--- src/rtl/dmem_arbiter.sv ---
`default_nettype none
// dmem_arbiter: shares the single-port data RAM between the CPU MEM stage and a debug/loader port.
// The CPU wins by default; a pending debug request is forced through after MAX_CPU_RUN CPU grants.
module dmem_arbiter #(
  parameter int AW          = 32,
  parameter int DW          = 32,
  parameter int MAX_CPU_RUN = 4,
  parameter int CNT_W       = 16
) (
  input  logic             clk,
  input  logic             reset,
  input  logic             cpu_req,
  input  logic             cpu_we,
  input  logic [AW-1:0]    cpu_addr,
  input  logic [DW-1:0]    cpu_wdata,
  output logic [DW-1:0]    cpu_rdata,
  output logic             cpu_stall,
  input  logic             dbg_req,
  input  logic             dbg_we,
  input  logic [AW-1:0]    dbg_addr,
  input  logic [DW-1:0]    dbg_wdata,
  output logic             dbg_ack,
  output logic [DW-1:0]    dbg_rdata,
  output logic             ram_we,
  output logic             ram_re,
  output logic [AW-1:0]    ram_addr,
  output logic [DW-1:0]    ram_wdata,
  input  logic [DW-1:0]    ram_rdata,
  output logic [CNT_W-1:0] stall_cnt
);

  typedef enum logic {
    IDLE = 1'b0,
    DACK = 1'b1
  } state_t;

  localparam logic [3:0] RUN_LIMIT = 4'(MAX_CPU_RUN);

  state_t     state;
  state_t     state_next;
  logic [3:0] run;
  logic       dbg_ok;
  logic       gnt_dbg;
  logic       gnt_cpu;

  always_ff @(posedge clk or posedge reset) begin
    if (reset) begin
      state <= IDLE;
    end else begin
      state <= state_next;
    end
  end

  // Grant decision and FSM next state; DACK always falls back to IDLE.
  always_comb begin
    dbg_ok     = dbg_req && (state == IDLE);
    gnt_dbg    = dbg_ok && (!cpu_req || (run == RUN_LIMIT));
    gnt_cpu    = cpu_req && !gnt_dbg;
    state_next = IDLE;
    if (gnt_dbg) begin
      state_next = DACK;
    end
    cpu_stall  = cpu_req && !gnt_cpu;
    dbg_ack    = (state == DACK);
  end

  always_comb begin
    ram_we    = 1'b0;
    ram_re    = 1'b0;
    ram_addr  = '0;
    ram_wdata = '0;
    if (gnt_cpu) begin
      ram_we    = cpu_we;
      ram_re    = !cpu_we;
      ram_addr  = cpu_addr;
      ram_wdata = cpu_wdata;
    end else if (gnt_dbg) begin
      ram_we    = dbg_we;
      ram_re    = !dbg_we;
      ram_addr  = dbg_addr;
      ram_wdata = dbg_wdata;
    end
  end

  assign cpu_rdata = gnt_cpu ? ram_rdata : '0;

  // Run counter only advances while a debug request is actually eligible and losing.
  always_ff @(posedge clk or posedge reset) begin
    if (reset) begin
      run <= '0;
    end else if (gnt_dbg || !dbg_req) begin
      run <= '0;
    end else if (gnt_cpu && dbg_ok && (run != RUN_LIMIT)) begin
      run <= run + 4'd1;
    end
  end

  always_ff @(posedge clk or posedge reset) begin
    if (reset) begin
      dbg_rdata <= '0;
    end else if (gnt_dbg && !dbg_we) begin
      dbg_rdata <= ram_rdata;
    end
  end

  always_ff @(posedge clk or posedge reset) begin
    if (reset) begin
      stall_cnt <= '0;
    end else if (cpu_stall && (stall_cnt != {CNT_W{1'b1}})) begin
      stall_cnt <= stall_cnt + CNT_W'(1);
    end
  end

endmodule
`default_nettype wire

--- config.mk ---
export PLATFORM = sky130hd
export DESIGN_NAME = dmem_arbiter
export DESIGN_NICKNAME = d
export VERILOG_FILES = /design/src/rtl/dmem_arbiter.sv
export SDC_FILE = /design/constraint.sdc
export NUM_CORES = 1
export LEC_CHECK = 0
export ABC_AREA = 1
export CELL_PAD_IN_SITES_DETAIL_PLACEMENT = 1
export CELL_PAD_IN_SITES_GLOBAL_PLACEMENT = 1
export CORE_ASPECT_RATIO = 0.6
export CORE_MARGIN = 5
export CORE_UTILIZATION = 20
export CTS_BUF_LIST = sky130_fd_sc_hd__clkbuf_16
export DETAILED_ROUTE_END_ITERATION = 10
export PLACE_DENSITY = 0.77
export SYNTH_ARGS = -nofsm -noshare
export SYNTH_HDL_FRONTEND = slang
export SYNTH_SLANG_ARGS = --single-unit
--- constraint.sdc ---
create_clock -name clk -period 2.4 [get_ports clk]
set_clock_uncertainty 0.2 [all_clocks]
set_input_delay 0.36 -clock clk [delete_from_list [all_inputs] [get_ports clk]]
set_output_delay 0.36 -clock clk [all_outputs]
set_load 0.01 [all_outputs]
Figure 1. Gate families picked out (run 1).
Scale: 3 px per um.
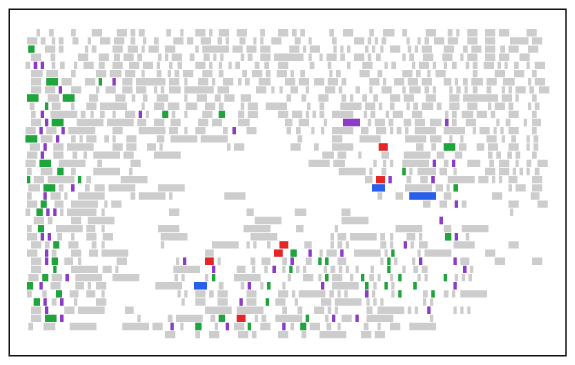
legend:
  red:
    family: XOR/XNOR gates
    cells: 6
  purple:
    family: inverters
    cells: 57
  green:
    family: NOR gates
    cells: 54
  blue:
    family: adder and majority cells
    cells: 3

Figure 2. Signal wires by layer (run 1).
Scale: 3 px per um. Only two layers are drawn.
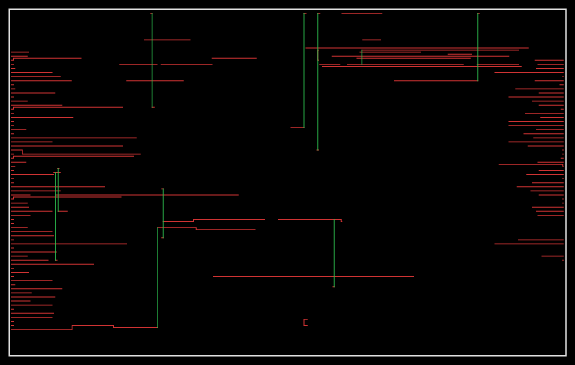
legend:
  green:
    layer: met4
    wire_length: 258 um
  red:
    layer: met3
    wire_length: 1960 um

Figure 3. Cell outlines without signal wires (run 1).
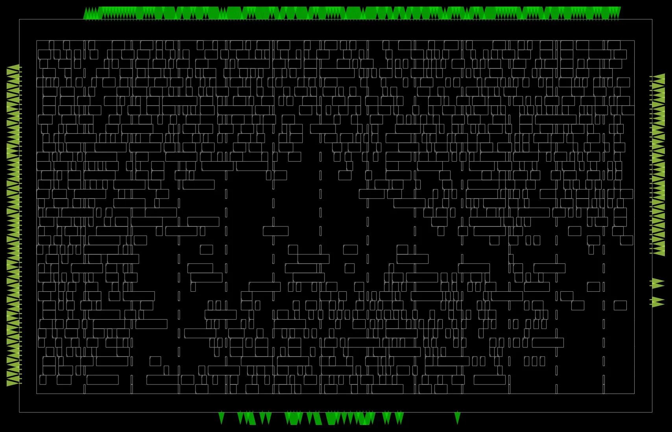
number of core rows: 38
tapcell count: 240
fraction of area in registers: 17.2%
Final Non-Filler Cells: 1155

==> Implementation_results.wiki, run 1 <==
== Implementation results ==
{| class="wikitable"
! Metric !! Value
|-
| Combinational Power Share || 46.5%
|-
| Hold slack || 200 ps
|-
| Port Buf Inserts || 313
|-
| YS chip area || 3680 um2
|-
| Pwr top || combinational logic
|-
| Endpoint arrival time on the critical path || 1790 ps
|-
| Number of fillers in the final layout || 2197
|-
| Iteration tally of the first detailed-router pass || 4
|-
| Result of the run || finished clean
|-
| Worst min-delay path category || input pin to asynchronous set/reset pin
|-
| Dpl cells || 1126
|-
| Required time worst endpoint || 1840 ps
|-
| Post-synthesis mux area share || 0%
|-
| Final HPWL DP || 16400 um
|-
| Final max-slew violation count || 0
|-
| Adder-cell area share of the yosys netlist || 1.02%
|-
| Boundary Pins || 314
|-
| TritonCTS Sinks || 53
|-
| Cell variety after synth || 23
|-
| Post-route setup slack || 50.4 ps
|-
| Max IR drop VDD || 0.213 mV
|-
| Total routing resource utilization after global routing || 18.6%
|-
| Total detailed-routing wirelength || 21500 um
|-
| Storage cell area || 1330 um2
|-
| Largest net degree at the start of global routing || 56
|-
| Clock Latency Late Sink || 290 ps
|-
| Clock group power || 0.000747 W
|-
| Total cells reported by yosys after synthesis || 579
|-
| Multi-Input Combinational || 436
|-
| Xor/xnor share of the synthesized area || 1.43%
|-
| Most frequent logic cells in the routed design || nand2_1, clkdlybuf4s50_1, buf_2
|-
| Sort of element at the end of the critical path || output port
|-
| Prevailing logic family in the synthesized netlist || simple AND/OR/NAND/NOR gates
|-
| Combined area of the multi-input logic cells || 2250 um2
|-
| Portion of synthesized cell area occupied by the leading cell type || 36.1%
|-
| Crit path capture || cpu_rdata[12]
|-
| Bufs w/o clock || 361
|-
| Post-synth EDFFs || 0
|}
==> run 1: repair_timing <==
item | in CTS | in global routing
cloned | 6 | 3
pin swaps | 4 | 9
setup buffers | 12 | 4
gates resized | 370 | 126
endpoints found under the setup margin | 99 | 99
==> run 1: layer usage <==
| layer | wire [um] | vias up | track usage, % |
|---|---|---|---|
| met3 | 1960 | 22 | 5.88 |
| met2 | 9900 | 172 | 29.2 |
| met1 | 9350 | 2369 | 26.0 |
| li1 | - | 2469 | - |
| met4 | 257 | 2 | 2.20 |
| met5 | 7 | - | 0 |
==> run 1: registers in the layout, indices dropped and copies added (netlist names) <==
register and cells:
dbg_rdata 32, dbg_ack 1, run 4, stall_cnt 16
==> run 2, diff against run 1 <==
- GPL_ROUTABILITY_DRIVEN: unset -> 0
- GPL_TIMING_DRIVEN: unset -> 0
Figure 4. Gate families picked out (run 2).
Scale: 3 px per um.
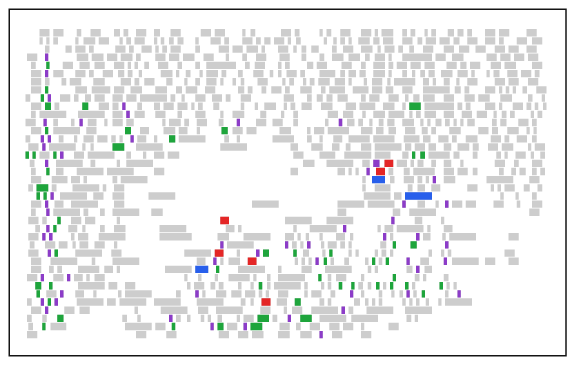
legend:
  purple:
    family: inverters
    cells: 57
  red:
    family: XOR/XNOR gates
    cells: 6
  green:
    family: NOR gates
    cells: 54
  blue:
    family: adder and majority cells
    cells: 3

Figure 5. Signal metal coverage by tile (run 2).
Scale: 2 px per um. 37 x 23 tiles, from dark purple (low) to yellow (high), scaled to the fullest tile. Values are wire area over tile area, all layers added.
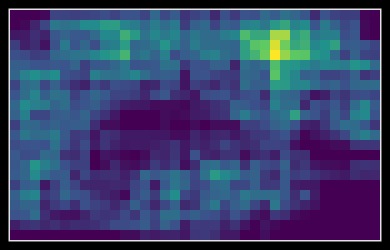
densest ninth of the die: upper right
fullest tile: 0.78
tiles over half the peak: 5.3%
nearly empty tiles: 11%

==> Implementation_results.wiki, run 2 <==
== Implementation results ==
{| class="wikitable"
! Metric !! Value
|-
| Number of core rows || 38 (unchanged)
|-
| Iteration tally of the first detailed-router pass || 4 (unchanged)
|-
| Post-synth EDFFs || 0 (unchanged)
|-
| Number of endpoints failing setup at the final stage || 47 (was 0)
|-
| Clock Latency Late Sink || 290 ps (about the same)
|-
| Top reg by flops || dbg_rdata (unchanged)
|-
| Boundary Pins || 314 (unchanged)
|-
| Combinational Power Share || 46.5% (about the same)
|-
| Result of the run || finished, violations left (was finished clean)
|-
| Violated checks || setup timing
|-
| Number of fillers in the final layout || 2238 (was 2197)
|-
| Endpoint arrival time on the critical path || 1940 ps (was 1790 ps)
|-
| Post-route setup slack || -104 ps (was 50.4 ps)
|-
| Total detailed-routing wirelength || 23600 um (was 21500 um)
|-
| TritonCTS Sinks || 53 (unchanged)
|-
| Xor/xnor share of the synthesized area || 1.43% (unchanged)
|-
| Max IR drop VDD || 0.348 mV (was 0.213 mV)
|-
| Fraction of area in registers || 16.4% (was 17.2%)
|-
| Cell variety after synth || 23 (unchanged)
|-
| Final Non-Filler Cells || 1182 (was 1155)
|-
| YS chip area || 3680 um2 (unchanged)
|}
run 2: cell families (layout without fill, tap and decap cells):
| group | count (synthesis) | after routing |
|---|---|---|
| and+or+nand+nor | 381 | 382 |
| buffers and inverters | 90 | 452 |
| DFF | 53 | 53 |
| AOI/OAI and AO/OA | 46 | 46 |
| xor gates and xnor gates | 6 | 6 |
| adders and majority gates | 3 | 3 |
run 2: what timing repair did:
item | in CTS | in global routing
endpoints found under the setup margin | 99 | 98
pin swaps | 15 | 28
cloned | 5 | 7
gates resized | 442 | 185
setup buffers | 17 | 23
run 2: metal layers:
layer	wire (um)	track usage (%)	part of all wire, %
met5	0	0	0
met4	533	5.18	2.3
met3	1790	6.45	7.6
met2	10800	30.7	46
met1	10400	26.8	44
No activity file was given, so power comes from the tool's default toggle rates.
